$ cat src/rtl/ls_pkg.sv
// Shared constants and FSM state type for the load/store execution unit.
package ls_pkg;

  localparam int DATA_W_DEF = 32;
  localparam int TAG_W_DEF  = 6;
  localparam int IMM_W_DEF  = 16;

  localparam logic [5:0] OP_LW = 6'h23;
  localparam logic [5:0] OP_SW = 6'h2B;

  typedef enum logic [1:0] {
    IDLE = 2'd0,
    AGEN = 2'd1,
    MEM  = 2'd2,
    WB   = 2'd3
  } ls_state_e;

endpackage

$ cat src/rtl/ls_agen.sv
// Effective-address generation: base + sign-extended offset, plus alignment
// and opcode legality check.
module ls_agen
  import ls_pkg::*;
#(
  parameter int DATA_W = DATA_W_DEF,
  parameter int IMM_W  = IMM_W_DEF
) (
  input  logic [5:0]        opcode,
  input  logic [DATA_W-1:0] rs_data,
  input  logic [IMM_W-1:0]  imm,
  output logic [DATA_W-1:0] addr,
  output logic              exc
);

  logic [DATA_W-1:0] imm_sext;

  assign imm_sext = {{(DATA_W-IMM_W){imm[IMM_W-1]}}, imm};
  // Plain modular add: address wrap-around is legal and never traps.
  assign addr = rs_data + imm_sext;
  assign exc  = (addr[1:0] != 2'b00) || !((opcode == OP_LW) || (opcode == OP_SW));

endmodule

$ cat src/rtl/ls_exec_unit.sv
// Single-op load/store execution unit: AGEN -> data-memory handshake ->
// CDB arbitration and one-cycle broadcast.
module ls_exec_unit
  import ls_pkg::*;
#(
  parameter int DATA_W = DATA_W_DEF,
  parameter int TAG_W  = TAG_W_DEF,
  parameter int IMM_W  = IMM_W_DEF
) (
  input  logic              clk,
  input  logic              rst,
  input  logic              issue_valid,
  output logic              issue_ready,
  input  logic [5:0]        issue_opcode,
  input  logic [DATA_W-1:0] issue_rs_data,
  input  logic [DATA_W-1:0] issue_rt_data,
  input  logic [IMM_W-1:0]  issue_imm,
  input  logic [TAG_W-1:0]  issue_tag,
  output logic              dmem_req,
  output logic              dmem_we,
  output logic [DATA_W-1:0] dmem_addr,
  output logic [DATA_W-1:0] dmem_wdata,
  input  logic              dmem_ack,
  input  logic [DATA_W-1:0] dmem_rdata,
  output logic              cdb_req,
  input  logic              cdb_grant,
  output logic              cdb_valid,
  output logic [DATA_W-1:0] cdb_data,
  output logic [TAG_W-1:0]  cdb_tag,
  output logic              cdb_exc
);

  ls_state_e state_reg, state_next;

  logic [5:0]        opcode_reg;
  logic [DATA_W-1:0] rs_reg;
  logic [DATA_W-1:0] rt_reg;
  logic [IMM_W-1:0]  imm_reg;
  logic [TAG_W-1:0]  tag_reg;
  logic              exc_reg;
  logic [DATA_W-1:0] rdata_reg;

  logic              dmem_we_reg;
  logic [DATA_W-1:0] dmem_addr_reg;
  logic [DATA_W-1:0] dmem_wdata_reg;

  logic              cdb_valid_reg;
  logic [DATA_W-1:0] cdb_data_reg;
  logic [TAG_W-1:0]  cdb_tag_reg;
  logic              cdb_exc_reg;

  logic [DATA_W-1:0] agen_addr;
  logic              agen_exc;

  ls_agen #(
    .DATA_W(DATA_W),
    .IMM_W (IMM_W)
  ) u_agen (
    .opcode (opcode_reg),
    .rs_data(rs_reg),
    .imm    (imm_reg),
    .addr   (agen_addr),
    .exc    (agen_exc)
  );

  always_ff @(posedge clk) begin
    if (rst) state_reg <= IDLE;
    else     state_reg <= state_next;
  end

  always_comb begin
    state_next  = state_reg;
    issue_ready = 1'b0;
    dmem_req    = 1'b0;
    cdb_req     = 1'b0;
    case (state_reg)
      IDLE: begin
        issue_ready = 1'b1;
        if (issue_valid) state_next = AGEN;
      end
      AGEN: state_next = agen_exc ? WB : MEM;
      MEM: begin
        dmem_req = 1'b1;
        if (dmem_ack) state_next = WB;
      end
      WB: begin
        cdb_req = 1'b1;
        if (cdb_grant) state_next = IDLE;
      end
      default: state_next = IDLE;
    endcase
  end

  always_ff @(posedge clk) begin
    if (rst) begin
      opcode_reg     <= '0;
      rs_reg         <= '0;
      rt_reg         <= '0;
      imm_reg        <= '0;
      tag_reg        <= '0;
      exc_reg        <= 1'b0;
      rdata_reg      <= '0;
      dmem_we_reg    <= 1'b0;
      dmem_addr_reg  <= '0;
      dmem_wdata_reg <= '0;
      cdb_valid_reg  <= 1'b0;
      cdb_data_reg   <= '0;
      cdb_tag_reg    <= '0;
      cdb_exc_reg    <= 1'b0;
    end else begin
      cdb_valid_reg <= 1'b0;
      case (state_reg)
        IDLE: begin
          if (issue_valid) begin
            opcode_reg <= issue_opcode;
            rs_reg     <= issue_rs_data;
            rt_reg     <= issue_rt_data;
            imm_reg    <= issue_imm;
            tag_reg    <= issue_tag;
          end
        end
        AGEN: begin
          exc_reg <= agen_exc;
          // Memory-side registers only move for a legal access, so they stay
          // frozen for the whole MEM phase.
          if (!agen_exc) begin
            dmem_we_reg    <= (opcode_reg == OP_SW);
            dmem_addr_reg  <= agen_addr;
            dmem_wdata_reg <= rt_reg;
          end
        end
        MEM: begin
          if (dmem_ack && (opcode_reg == OP_LW)) rdata_reg <= dmem_rdata;
        end
        WB: begin
          if (cdb_grant) begin
            cdb_valid_reg <= 1'b1;
            cdb_tag_reg   <= tag_reg;
            cdb_exc_reg   <= exc_reg;
            cdb_data_reg  <= (exc_reg || (opcode_reg != OP_LW)) ? '0 : rdata_reg;
          end
        end
        default: ;
      endcase
    end
  end

  assign dmem_we    = dmem_we_reg;
  assign dmem_addr  = dmem_addr_reg;
  assign dmem_wdata = dmem_wdata_reg;
  assign cdb_valid  = cdb_valid_reg;
  assign cdb_data   = cdb_data_reg;
  assign cdb_tag    = cdb_tag_reg;
  assign cdb_exc    = cdb_exc_reg;

endmodule

$ cat config.mk
export PLATFORM = sky130hd
export DESIGN_NAME = ls_exec_unit
export DESIGN_NICKNAME = d
export VERILOG_FILES = /design/src/rtl/ls_pkg.sv /design/src/rtl/ls_agen.sv /design/src/rtl/ls_exec_unit.sv
export SDC_FILE = /design/constraint.sdc
export NUM_CORES = 1
export LEC_CHECK = 0
export ABC_AREA = 1
export ABC_CLOCK_PERIOD_IN_PS = 2000
export CAP_MARGIN = 10
export CORE_UTILIZATION = 45
export CTS_CLUSTER_SIZE = 10
export DETAILED_ROUTE_END_ITERATION = 16
export PLACE_DENSITY = 0.72
export SLEW_MARGIN = 20
export SYNTH_ARGS = -nofsm -noshare
export SYNTH_HDL_FRONTEND = slang
export SYNTH_HIERARCHICAL = 1
export SYNTH_SLANG_ARGS = --single-unit
$ cat constraint.sdc
create_clock -name clk -period 2 [get_ports clk]
set_input_delay 0.4 -clock clk [delete_from_list [all_inputs] [get_ports clk]]
set_output_delay 0.4 -clock clk [all_outputs]
set_load 0.01 [all_outputs]
Figure 1. Signal wires by layer.
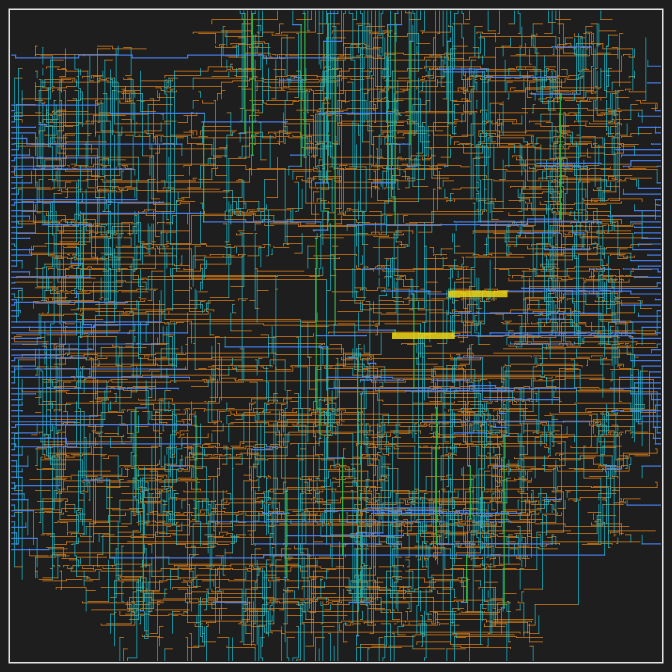
| layer | color | wire length |
|---|---|---|
| met1 | orange | 14700 um |
| met3 | blue | 2620 um |
| met2 | cyan | 14300 um |
| met4 | green | 1010 um |
| met5 | yellow | 26.7 um |

Figure 2. Wires at chosen ports, followed through buffers.
The bar under the picture is 50 um long.
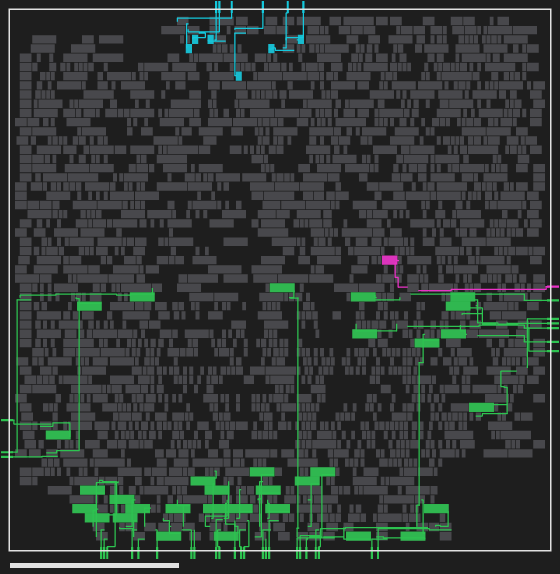
| port | color | direction | edge | end cells | wire |
|---|---|---|---|---|---|
| issue_ready | magenta | output | right | 1 | 51.9 um |
| issue_tag | cyan | input | top | 6 | 130 um |
| dmem_addr | green | output | 23 bottom, 6 right, 3 left | 32 | 1150 um |
# port buffers: 236
IO Count: 237

==> flow_summary.ini <==
; flow metrics
[global_routing]
met1_usage = 0.325
met2_usage = 0.406
grtUsageMet3 = 0.0610
grt_max_degree = 78

[synth]
ys_warn_count = 6
synth_area_um2 = 11200
simple_gate_share = 0.316
synth-area-yosys_um2 = 11200
ys_sh_mux = 0
yosys_register_bits = 232
postSynthCellCount = 1668
adder_share = 0.0410
synth_dominant_cell_count = nor2_1
synth-seq-area-share = 0.415
top_area_frac = 0.415
synth_nets = 1833
ff_type = dfxtp_1
synth_cell_type_count = 31

[final_timing]
tightest_slew_ps = 456
setup_viol = 65
slew_headroom = 0.695
fmax_mhz = 475
final.setup.worst_slack_ps = -107
rsz0062_at_grt = yes

[die]
die_width_um = 160
die_y_um = 160
rows = 57
initCoreUtil = 0.460

[drt]
ant_nets = 0
drt_iter0_drc = 778
firstDrtPassIters = 5
viasPerCell = 4.96
met3_length_mm = 2.62

[cts]
ctsResizeCount = 67

[placed_design]
hpwl_mm = 22.1
postPlaceCellArea_um2 = 13900

[cells_and_area]
syn2layout_area_growth_pct = 35.5
nets = 2064
final_cell_area_um2 = 15200

[setup_path]
r2r-start = imm_reg[0]$_SDFFE_PP0P_
crit_start = imm_reg[0]$_SDFFE_PP0P_
cp_max_fo = 6
startpoint_type = flip-flop
critical_path_class = flip-flop to flip-flop
rr_worst_depth = 10

[pwr]
pg_comb_mw = 4.93
power_frac_seq = 0.383

[run_status]
violations = setup timing
status = complete, but fails checks
Figure 3. Cell sizes after repair.
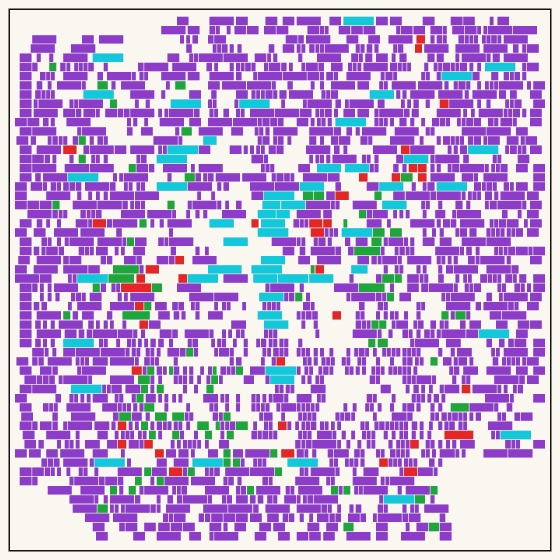
| size | color | cells | most used |
|---|---|---|---|
| drive 2 | green | 87 | nor2_2 |
| drive 1 or less | purple | 1725 | nor2_1 |
| drive 3 to 4 | red | 39 | buf_4 |
| drive 6 and up | cyan | 54 | clkbuf_16 |

-- area by class of cell --
type | count | area (um2)
fill | 2250 | 9170
multi-input combinational | 1130 | 5480
sequential | 232 | 4650
timing repair buffer | 286 | 3040
inverter | 222 | 838
clock buffer | 34 | 712
tap | 324 | 405
clock inverter | 1 | 20.0
-- worst max-delay path, stage by stage, from the launching register on --
cell and delay [ps]:
dfxtp_2 330, ha_4 160, fa_2 480, nor2_4 140
nand4_1 170, nor2_4 190, buf_6 130, buf_8 120
clkbuf_16 140, o21ai_0 80, nor2_1 110
